[src/rtl/motor_soft_start.sv]
// Purpose: rate-limits speed commands and only reverses direction at zero speed after a dead time.
// Latency: first effect of an input change appears on the next ramp tick (at most TICK_DIV cycles).
// Backpressure: none; inputs are level commands sampled on ramp ticks, outputs are always valid.
//
// Ports:
//   clk          - system clock
//   rst          - synchronous reset, active-high
//   target_speed - commanded speed (WIDTH bits)
//   target_dir   - commanded direction, 1 = forward
//   speed_out    - ramped speed to the PWM stage
//   dir_out      - direction to the H-bridge stage
//   busy         - high while ramping down for a reversal or waiting out the dead time
//   at_target    - combinational; speed_out and dir_out both match the command
//   estop        - only with MOTOR_SOFT_START_ESTOP_EN defined: immediate stop into dead time
//
// Optional feature macro: MOTOR_SOFT_START_ESTOP_EN

module motor_soft_start #(
  parameter int unsigned      WIDTH      = 8,
  parameter logic [WIDTH-1:0] STEP       = 8'd5,
  parameter logic [27:0]      TICK_DIV   = 28'd12000,
  parameter logic [7:0]       DEAD_TICKS = 8'd50
) (
  input  logic             clk,
  input  logic             rst,
`ifdef MOTOR_SOFT_START_ESTOP_EN
  input  logic             estop,
`endif
  input  logic [WIDTH-1:0] target_speed,
  input  logic             target_dir,
  output logic [WIDTH-1:0] speed_out,
  output logic             dir_out,
  output logic             busy,
  output logic             at_target
);

  typedef enum logic [1:0] {
    TRACK     = 2'd0,
    RAMP_DOWN = 2'd1,
    DEAD      = 2'd2
  } state_t;

  // A zero divider or zero dead time degenerates to one cycle / one tick.
  localparam logic [27:0] TICK_LAST = (TICK_DIV == 28'd0) ? 28'd0 : TICK_DIV - 28'd1;
  localparam logic [7:0]  DEAD_LAST = (DEAD_TICKS == 8'd0) ? 8'd0 : DEAD_TICKS - 8'd1;

  logic [27:0]      presc_q, presc_d;
  state_t           state_q, state_d;
  logic [WIDTH-1:0] speed_q, speed_d;
  logic             dir_q, dir_d;
  logic [7:0]       dead_q, dead_d;
  logic             busy_q;
  logic             tick;

  // Gaps are computed one bit wider so the comparisons against STEP can
  // never wrap and the ramp can never overshoot the target.
  logic [WIDTH:0]   speed_x, tgt_x, step_x, up_gap, dn_gap;

  assign tick    = (presc_q == TICK_LAST);
  assign speed_x = {1'b0, speed_q};
  assign tgt_x   = {1'b0, target_speed};
  assign step_x  = {1'b0, STEP};
  assign up_gap  = tgt_x - speed_x;
  assign dn_gap  = speed_x - tgt_x;

  always_comb begin
    presc_d = tick ? 28'd0 : presc_q + 28'd1;
    state_d = state_q;
    speed_d = speed_q;
    dir_d   = dir_q;
    dead_d  = dead_q;

    if (tick) begin
      case (state_q)
        TRACK: begin
          if (target_dir != dir_q) begin
            // Speed is left alone on the tick that detects a reversal.
            state_d = RAMP_DOWN;
          end else if (speed_q < target_speed) begin
            speed_d = (up_gap > step_x) ? speed_q + STEP : target_speed;
          end else if (speed_q > target_speed) begin
            speed_d = (dn_gap > step_x) ? speed_q - STEP : target_speed;
          end
        end

        RAMP_DOWN: begin
          if (target_dir == dir_q) begin
            // Reversal withdrawn: resume tracking from the current speed.
            state_d = TRACK;
          end else if (speed_x > step_x) begin
            speed_d = speed_q - STEP;
          end else begin
            speed_d = '0;
            state_d = DEAD;
            dead_d  = 8'd0;
          end
        end

        DEAD: begin
          speed_d = '0;
          if (dead_q == DEAD_LAST) begin
            // Direction is taken from the command as it stands now, even if
            // that rewrites the same value after a reverted request.
            dir_d   = target_dir;
            state_d = TRACK;
          end else begin
            dead_d = dead_q + 8'd1;
          end
        end

        default: begin
          state_d = TRACK;
          speed_d = '0;
        end
      endcase
    end

`ifdef MOTOR_SOFT_START_ESTOP_EN
    // Emergency stop acts every cycle, not just on ticks, and holds the
    // dead counter cleared for as long as it is asserted.
    if (estop) begin
      speed_d = '0;
      state_d = DEAD;
      dead_d  = 8'd0;
    end
`endif
  end

  always_ff @(posedge clk) begin
    if (rst) begin
      presc_q <= 28'd0;
      state_q <= TRACK;
      speed_q <= '0;
      dir_q   <= 1'b1;
      dead_q  <= 8'd0;
      busy_q  <= 1'b0;
    end else begin
      presc_q <= presc_d;
      state_q <= state_d;
      speed_q <= speed_d;
      dir_q   <= dir_d;
      dead_q  <= dead_d;
      busy_q  <= (state_d != TRACK);
    end
  end

  assign speed_out = speed_q;
  assign dir_out   = dir_q;
  assign busy      = busy_q;
  assign at_target = (speed_q == target_speed) && (dir_q == target_dir);

endmodule

[config.mk]
export PLATFORM = sky130hd
export DESIGN_NAME = motor_soft_start
export DESIGN_NICKNAME = d
export VERILOG_FILES = /design/src/rtl/motor_soft_start.sv
export SDC_FILE = /design/constraint.sdc
export NUM_CORES = 1
export LEC_CHECK = 0
export CORE_MARGIN = 8
export CORE_UTILIZATION = 35
export DETAILED_ROUTE_END_ITERATION = 16
export GPL_ROUTABILITY_DRIVEN = 1
export SETUP_SLACK_MARGIN = 0.2
export SYNTH_ARGS = -nofsm -noshare
export SYNTH_HDL_FRONTEND = slang
export SYNTH_SLANG_ARGS = --single-unit
[constraint.sdc]
create_clock -name clk -period 4 [get_ports clk]
set_input_delay 1.2 -clock clk [delete_from_list [all_inputs] [get_ports clk]]
set_output_delay 1.2 -clock clk [all_outputs]
set_load 0.05 [all_outputs]
Run 1, where the registers sit:
(3 px per um)
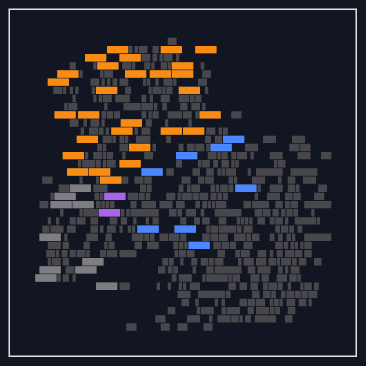
`state_q` -> purple  # sequential cells 2
`speed_out` -> blue  # sequential cells 8, where center
`presc_q` -> orange  # sequential cells 28
not colored = 10
sequential power: 482 uW
Util after Layout: 44.3%

Run 1, met3 routing:
(4 px per um)
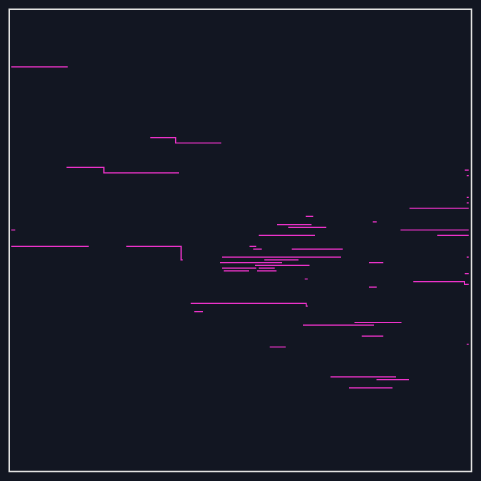
wire length on this layer = 401 um
nets with wire on the layer = 38
main direction = horizontal
share of all routed wire = 4.6%
vias: 3244
GR Layer Usage met3: 2.26%
final WL: 8650 um

==> qor.yml, run 1 <==
fp.dieH_um: 115
slew_viol_final: 0
routedWlPerCell_um: 13.7
largest-register: "presc_q"
grt_max_degree: 29
powerDensity_mw_per_mm2: 209
outcome: "finished, final reports clean"
postCtsSetupBuffers: 4
ys_sh_simple_pct: 24.5
rrSetupSlack_ns: 0.94
synthToLayoutAreaGrowth_pct: 24.7
cts_buffers: 5
endpoint_kind: "output port"
ys_dominant_reg_cell: "dfxtp_1"
setup_tns_ns: 0
num-nonclk-inverters: 35
clkCellAreaFrac_pct: 2.13
drv_cap: 0
placed_area_mm2: 0.00406
n_tap_cell: 133
clock_sink_count: 48
power_switching_uw: 226
timing.hold.ws_ns: 0.475
finClkSkew_ns: 0.00521
maxSlewHeadroom_pct: 47.5
seq_share_pct: 22.4
n_all_buffers: 64
yosysMostFrequentCell: "nor2_1"
endpoint: "at_target"
topCombFamilyByArea: "simple AND/OR/NAND/NOR gates"
layout.nonclk_buf_share_pct: 12.8
yosys_warnings: 0
row_count: 36
vias_per_cell: 5.14
drc_errors: 0
logic_gate_count: 344
htree_levels: 2
leakage_uw: 0.00173
ir_worst_vdd_v: 0.000183
clockRootBuffer: "clkbuf_8"
io_buffers: 21
final_cells: 631
common_cells: "67 x nor2_1, 48 x dfxtp_1, 35 x inv_1, 33 x nand2_1, 28 x a21oi_1"
ios: 22
logic_area_mm2: 0.00239
place_hpwl_um: 6670
ys_cells: 443
post_cts_resized: 14
n_fill_cell: 989
top_area_share_pct: 27.9
seq_cells: 48
lay_top_count: "nor2_1"
postCtsHoldBufs: 0
drt-pass1-iter-count: 4
die_area_mm2: 0.0133
synth.distinct_cells: 63
ys_sh_xor_pct: 11.4
nNetsFinal: 534
grt_pass1_vias: 3223
grt_pass1_wl_um: 14800
regArea_um2: 961
aoi_share_pct: 19.4
edf_count: 0
synthArstFlopShare_pct: 0
holdPathStages: 1
ys_sh_adder_pct: 9.52
reg2regPathDepth: 13
worst-setup-path-type: "in2out"
p_int_uw: 671
synth_nets: 479
cp-start-kind: "input port"
ys_chip_area_mm2: 0.00344
mostFrequentLayoutCells: "67 x nor2_1, 48 x dfxtp_1, 43 x buf_4"
p_total_uw: 897
worstPathMaxFanout: 3
openroad.warnings: 38
ctsLongestPathBuffers: 2
setup_ws_ns: 0.322
min_period_ns: 3.68
dpl_worst_slack_ns: -0.213
setup.worst_path.start: "target_speed[0]"
pwr-share-comb_pct: 12.7
antenna_cells: 0
worst_pin_slew_ns: 0.785
hold_class: "reg2reg"
p_clk_share_pct: 33.6
core_mm2: 0.00968
clkbuf_count: 6
dp_cells: 620
synth_cells: 443
sh_comb_area_pct: 55.8
ys_ff: 48
antenna_found_initial: 0
syn_area_per_cell_um2: 7.77
largest_reg_flops: 28
switching_share_pct: 25.2
rsz0062_at_grt: "no"
fin_crit_sh_pct: 92.0
gp_congestion: 0.943
drive_above_1_share_pct: 16.7
crit_arrival_ns: 2.48
top_cells_by_area: "dfxtp_1 28%, ha_1 8.4%, nor2_1 7.3%"
setup_viol: 0
min_from: "presc_q[0]"
grt_overflow: 0
pwr-share-seq_pct: 53.7
fp.dieW_um: 115
fin_area_mm2: 0.00429
r2r-start: "speed_out[0]"
fp_util_pct: 35.6
yosysSeqAreaShare_pct: 27.9
required_ns: 2.80
ant_nets: 0
Run 1, routed metal per tile:
(3 px per um) 23 x 23 tiles, from black (low) to pale yellow (high), scaled to the fullest tile. Values are wire area over tile area, all layers added.
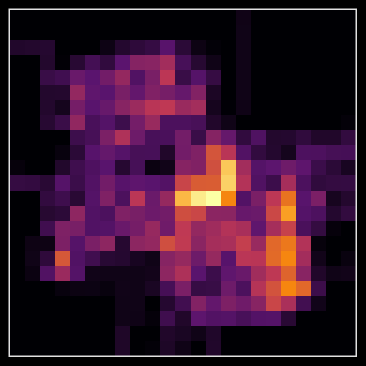
emptiest ninth of the die = upper right
densest ninth of the die = center
mean over tiles = 0.10
nearly empty tiles = 37%
fullest tile = 0.62

[run 1: critical path, cell delays in order]
cell and delay, ns:
dlygate4sd2_1 0.24, inv_1 0.07, buf_4 0.13, ha_1 0.27, nand4_1 0.19, nor3_4 0.22
buf_12 0.16
[run 1: power groups by stage]
stage / logic (uW) / clock network, uW / registers, uW
floorplan: 57.4 / 0 / 493
global placement: 104 / 0 / 493
detailed placement: 105 / 0 / 493
CTS: 112 / 311 / 482
global route: 125 / 329 / 483
finish: 114 / 302 / 482
[run 1: per-layer routing]
layer / up-vias / share of wire [%] / GRT usage [%]
met3: 6 / 4.6 / 2.26
met5: - / 0 / 0
met2: 71 / 46 / 22.4
met4: 0 / 0.66 / 3.85
met1: 1515 / 49 / 17.1
li1: 1652 / - / -
## Run 2: what changed since run 1
==> constraint.sdc (replaced) <==
create_clock -name clk -period 4 [get_ports clk]
set_input_delay 1.2 -clock clk [delete_from_list [all_inputs] [get_ports clk]]
set_output_delay 1.2 -clock clk [all_outputs]
set_load 0.01 [all_outputs]
Run 2, met3 routing:
(4 px per um)
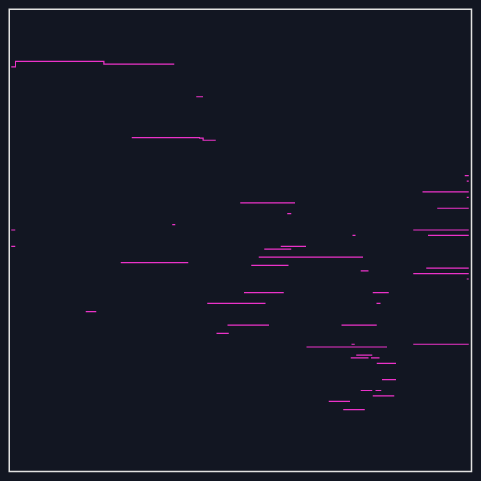
nets with wire on the layer = 39
share of all routed wire = 3.8%
main direction = horizontal
longest straight run = 25.8 um
wire length on this layer = 336 um
vias: 3242
final WL: 8840 um
GR Layer Usage met3: 2.10%

Run 2, where the registers sit:
(3 px per um)
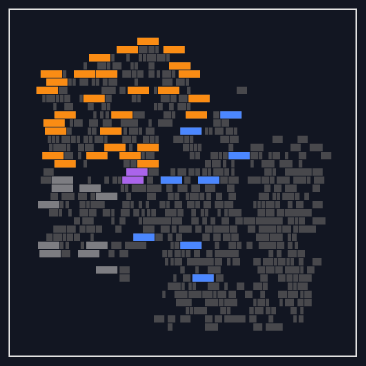
Seq area share: 22.4%
Flop area: 961 um2

Run 2, sizing map:
(4 px per um)
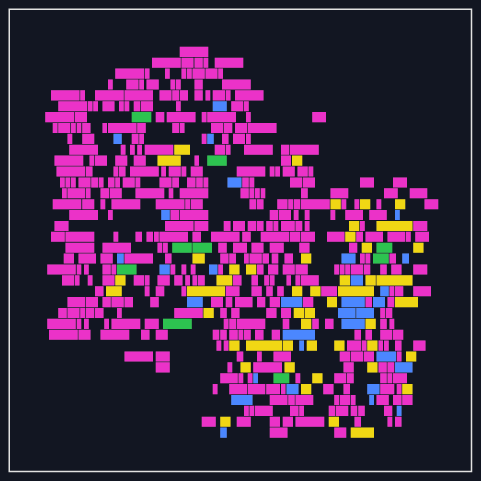
drive 1 or less -> magenta  # cells 408
drive 2 -> blue  # cells 31
drive 6 and up -> green  # cells 9
drive 3 to 4 -> yellow  # cells 48

==> run 2 against run 1 <==
Fmax shrank 0.85%; routed wire length up 2.2%; final cell count is 0.32% lower; cell area is 0.20% lower; largest cell class unchanged; sequential share of layout area about the same; clock power is 4% lower; utilization is 0.090 points lower; combinational power is essentially flat; global-route usage is 0.41 points higher; die area did not move; worst setup slack worse by 0.031 ns; highest routed layer unchanged; synthesized cell count stayed put.
==> qor.yml, run 2 <==
min_from: "presc_q[0]"
ys_chip_area_mm2: 0.00344
synth_nets: 479
ios: 22
grt_pass1_wl_um: 15000
cp_num_cells: 6
ys_ff: 48
top_area_share_pct: 27.9
endpoint_kind: "output port"
drc_errors: 0
io_buffers: 21
crit_buf_inv: 3
holdPathStages: 1
synth_cells: 443
n_all_buffers: 61
clock_net_power_uw: 289
fp.dieH_um: 115
dp_cells: 616
largest-register: "presc_q"
drt-pass1-iter-count: 7
grt_pass1_vias: 3077
num-nonclk-inverters: 35
logic_area_mm2: 0.00241
routedWlPerCell_um: 14.1
drv_cap: 0
clockRootBuffer: "clkbuf_8"
grt_overflow: 0
cp-start-kind: "input port"
switching_share_pct: 26.2
placed_area_mm2: 0.00402
ys_dominant_reg_cell: "dfxtp_1"
htree_levels: 2
worst-setup-path-type: "in2out"
top_cells_by_area: "dfxtp_1 28%, ha_1 8.4%, nor2_1 7.3%"
powerDensity_mw_per_mm2: 207
openroad.warnings: 39
ant_nets: 0
nNetsFinal: 531
grt_max_degree: 29
synth.distinct_cells: 63
min_to: "presc_q[0]"
clkbuf_count: 5
ir_worst_vdd_v: 0.000165
rsz0062_at_grt: "no"
n_tap_cell: 133
cp_top_family: "buffers and inverters"
seq-power_uw: 482
min_period_ns: 3.71
p_total_uw: 888
lay_top_count: "nor2_1"
post_cts_resized: 19
antenna_cells: 0
crit_arrival_ns: 2.51
seq_cells: 48
yosys_warnings: 0
largest_reg_flops: 28
power_leader: "sequential cells"
yosysMostFrequentCell: "nor2_1"
slew_viol_final: 0
synthArstFlopShare_pct: 0
required_ns: 2.80
vias_per_cell: 5.15
syn_area_per_cell_um2: 7.77
layout.nonclk_buf_share_pct: 12.4
row_count: 36
logic_gate_count: 344
cts_buffers: 5
ys_cells: 443
finClkSkew_ns: 0.00296
postCtsHoldBufs: 0
p_int_uw: 655
edf_count: 0
setup_tns_ns: 0
rrSetupSlack_ns: 0.76
common_cells: "67 x nor2_1, 48 x dfxtp_1, 35 x inv_1, 33 x nand2_1, 28 x a21oi_1"
worstPathCellList: "clkdlybuf4s50_1 -> inv_1 -> ha_1 -> nand4_1 -> nor3_2 -> buf_2"
r2r-start: "speed_out[0]"
setup.worst_path.start: "target_speed[7]"
setup_viol: 0
drive_above_1_share_pct: 17.7
leakage_uw: 0.00172
p_clk_share_pct: 32.6
pwr-share-comb_pct: 13.1
outcome: "finished, final reports clean"
antenna_found_initial: 0
maxSlewHeadroom_pct: 52.3
final_cells: 629
pg_comb_uw: 116
gp_congestion: 0.892
endpoint: "at_target"
ctsLongestPathBuffers: 2
yosysSeqAreaShare_pct: 27.9
reg2regPathDepth: 14
setup_ws_ns: 0.290
clock_sink_count: 48
power_switching_uw: 233
final_core_util_pct: 44.2
n_fill_cell: 995
critPathMaxStageDelay_ns: 0.48
hold_class: "reg2reg"
fin_area_mm2: 0.00428
pwr-share-seq_pct: 54.3
worstPathMaxFanout: 2
dpl_worst_slack_ns: -0.353
crit_slowest_cell: "clkdlybuf4s50_1"
die_area_mm2: 0.0133
fp_util_pct: 35.6
clkCellAreaFrac_pct: 2.04
worst_pin_slew_ns: 0.713
core_mm2: 0.00968
fp.dieW_um: 115
run 2: cell counts after synthesis:
No cell type changed its count.
run 2: metal layers:
layer / vias up / track usage (%) / wire length, um
met2: 74 / 23.0 / 4170
met1: 1514 / 17.7 / 4190
li1: 1642 / - / -
met3: 12 / 2.10 / 335
met5: - / 0 / 0
met4: 0 / 4.38 / 141
run 2: cell families (layout without fill, tap and decap cells):
family / count (synthesis) / after routing / share of synthesized area (%)
fa+ha+maj: 25 / 25 / 9.52
mux: 4 / 4 / 1.16
xor+xnor: 45 / 45 / 11.4
compound gates: 97 / 97 / 19.4
flops: 48 / 48 / 27.9
buf+inv: 51 / 104 / 6.07
simple gates: 173 / 173 / 24.5
## Run 3: what changed since run 2
--- a/config.mk
+++ b/config.mk
@@ -5,11 +5,13 @@
 export SDC_FILE = /design/constraint.sdc
 export NUM_CORES = 1
 export LEC_CHECK = 0
+export ABC_AREA = 1
 export CORE_MARGIN = 8
 export CORE_UTILIZATION = 35
 export DETAILED_ROUTE_END_ITERATION = 16
 export GPL_ROUTABILITY_DRIVEN = 1
-export SETUP_SLACK_MARGIN = 0.2
+export MAX_ROUTING_LAYER = met4
+export SETUP_SLACK_MARGIN = 0.15
 export SYNTH_ARGS = -nofsm -noshare
 export SYNTH_HDL_FRONTEND = slang
 export SYNTH_SLANG_ARGS = --single-unit
Run 3, met3 routing:
(4 px per um)
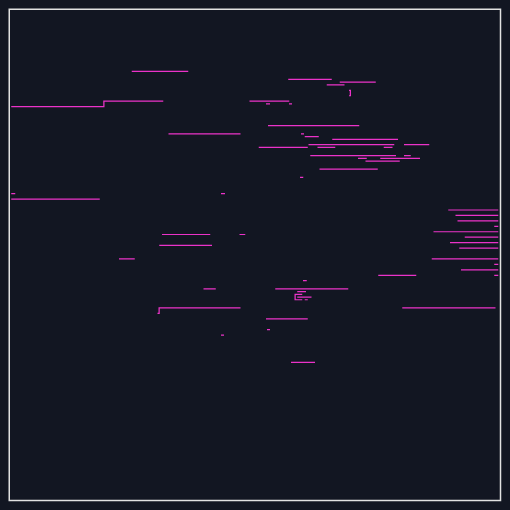
longest straight run = 23.0 um
wire length on this layer = 510 um
share of all routed wire = 4.8%
nets with wire on the layer = 47
main direction = horizontal

Run 3, where the registers sit:
(3 px per um)
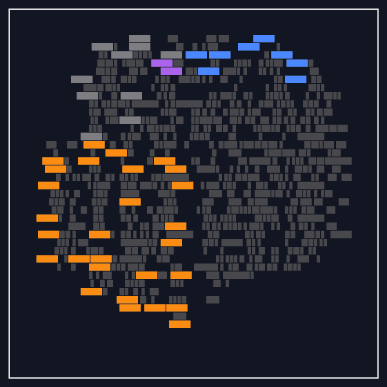
Seq area share: 20.1%
Util after Layout: 42.5%

Run 3, sizing map:
(4 px per um)
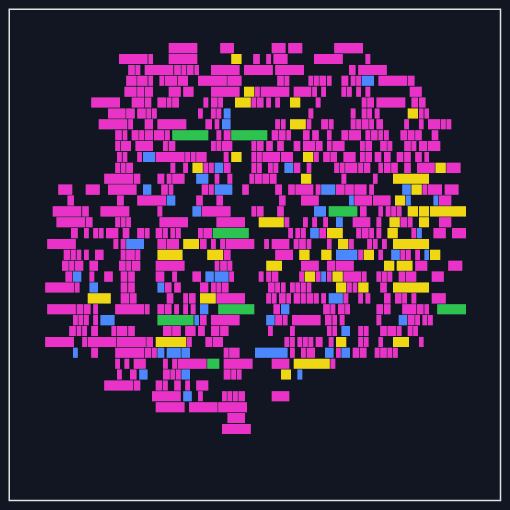
drive 6 and up -> green  # cells 8
drive 2 -> blue  # cells 49
drive 3 to 4 -> yellow  # cells 46
drive 1 or less -> magenta  # cells 559
nonclk buf count: 50
Post-Layout Inst Area: 0.00477 mm2
PnR worst setup slack: 0.278 ns

==> run 3 against run 2 <==
Routed wire length increased by 20%; clock power increased by 46%; combinational power increased by about 10%; global-route usage increased by 0.88 points; worst setup slack got worse by 0.013 ns; area after synthesis increased by 15%; die area increased by 13%; clock-buffer cell count unchanged; largest cell class unchanged.
==> qor.yml, run 3 <==
outcome: "finished, final reports clean"
yosys_warnings: 0
antenna_found_initial: 0
cts_buffers: 5
yosysSeqAreaShare_pct: 24.2
min_to: "presc_q[0]"
htree_levels: 2
p_total_uw: 1030
ys_chip_area_mm2: 0.00396
core_mm2: 0.0112
clock_sink_count: 48
rrSetupSlack_ns: 1.23
fin_crit_sh_pct: 93.1
fp.dieH_um: 122
worstPathMaxFanout: 2
postCtsHoldBufs: 0
timing.hold.ws_ns: 0.451
dp_cells: 793
vias: 4076
drv_cap: 0
topCombFamilyByArea: "simple AND/OR/NAND/NOR gates"
fp_util_pct: 35.3
grtUsageMet3_pct: 2.16
antenna_cells: 0
nNetsFinal: 697
ys_dominant_reg_cell: "dfxtp_1"
synth_cells: 610
aoi_share_pct: 9.50
cp_num_cells: 6
synth.distinct_cells: 46
largest-register: "presc_q"
endpoint_kind: "output port"
endpoint: "at_target"
worst-setup-path-type: "in2out"
ys_ff: 48
holdPathStages: 1
ys_sh_simple_pct: 44.3
vias_per_cell: 5.06
wl_met2_um: 5090
drc_errors: 0
syn_area_per_cell_um2: 6.50
finClkSkew_ns: 0.0134
hold_class: "reg2reg"
min_period_ns: 3.72
ios: 22
row_count: 39
ys_cells: 610
required_ns: 2.80
grt_max_degree: 20
mostFrequentLayoutCells: "143 x nand2_1, 87 x inv_1, 78 x nand3_1"
setup.worst_path.start: "target_speed[0]"
cp-start-kind: "input port"
io_buffers: 21
drt-pass1-iter-count: 5
wl_um: 10600
synthArstFlopShare_pct: 0
place_hpwl_um: 8300
grt_pass1_wl_um: 17600
powerDensity_mw_per_mm2: 217
dpl_worst_slack_ns: -0.348
ys_sh_xor_pct: 3.76
ys_sh_adder_pct: 8.27
m1WireLength_um: 4730
synth_nets: 646
worst_pin_slew_ns: 0.562
placed_area_mm2: 0.00451
die_area_mm2: 0.0150
r2r-start: "speed_out[0]"
postCtsSetupBuffers: 0
critPathMaxStageDelay_ns: 0.52
largest_reg_flops: 28
synthToLayoutAreaGrowth_pct: 20.3
top_area_share_pct: 24.2
openroad.warnings: 38
leakage_uw: 0.00212
yosysMostFrequentCell: "nand2_1"
top_layer: "met4"
ant_nets: 0
edf_count: 0
ctsLongestPathBuffers: 2
maxSlewHeadroom_pct: 62.2
worstPathCellList: "clkdlybuf4s50_1 -> inv_1 -> ha_1 -> nand4_1 -> nor2_1 -> buf_2"
crit_arrival_ns: 2.52
top_cells_by_area: "dfxtp_1 24%, nand2_1 14%, nand3_1 9.8%"
lay_top_count: "nand2_1"
drive_above_1_share_pct: 15.6
busiest_layer: "met2"
setup_viol: 0
routedWlPerCell_um: 13.1
use_met1_pct: 17.2
setup_tns_ns: 0
final_cells: 805
crit_slowest_cell: "clkdlybuf4s50_1"
min_from: "presc_q[0]"
ir_worst_vdd_v: 0.000199
common_cells: "145 x nand2_1, 92 x inv_1, 78 x nand3_1, 48 x dfxtp_1, 41 x a21oi_1"
hold_viol_final: 0
crit_buf_inv: 3
ys_sh_mux_pct: 0
cp_top_family: "buffers and inverters"
gp_congestion: 0.904
wl_met3_um: 509
[run 3: netlist changes by cell type after synthesis, moves of 11 or more]
cell,change
xor2_1,-13
nand2_1,+112
nand2_2,+11
nor2_1,-31
inv_1,+57
nand3_1,+64
xnor2_1,-15
a21oi_1,+13
[run 3: final cells by class]
cell class / instances / area, um2 / area share [%]
Clock buffer: 5 / 125 / 2.62
Clock inverter: 3 / 21.3 / 0.446
Inverter: 98 / 369 / 7.74
Multi-Input combinational cell: 458 / 2690 / 56.3
Sequential cell: 48 / 961 / 20.1
Tap cell: 143 / 179 / 3.75
Timing Repair Buffer: 50 / 429 / 9.00
[run 3: report_power, final]
part	leakage, uW	total, uW	internal (uW)	switching (uW)
Sequential	0.000387	482	480	1.64
Combinational	0.00166	130	51.0	79.0
Clock	0.0000702	422	233	189
Total	0.00212	1030	764	270

==> gallery <==
Clock nets.
image #1
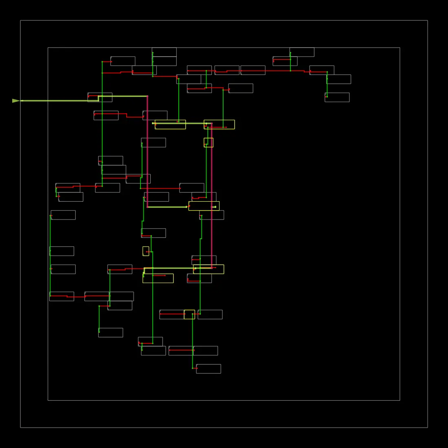
image #2
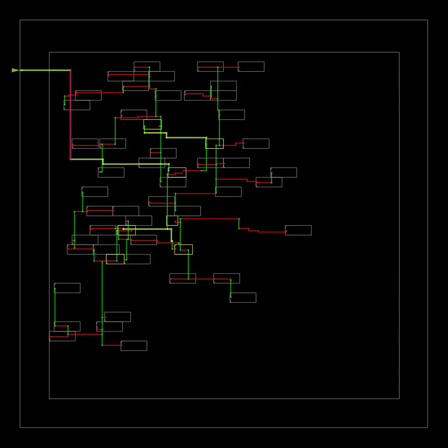
- run 3 = image #1
- run 1 = image #2

No activity file was given, so power comes from the tool's default toggle rates.
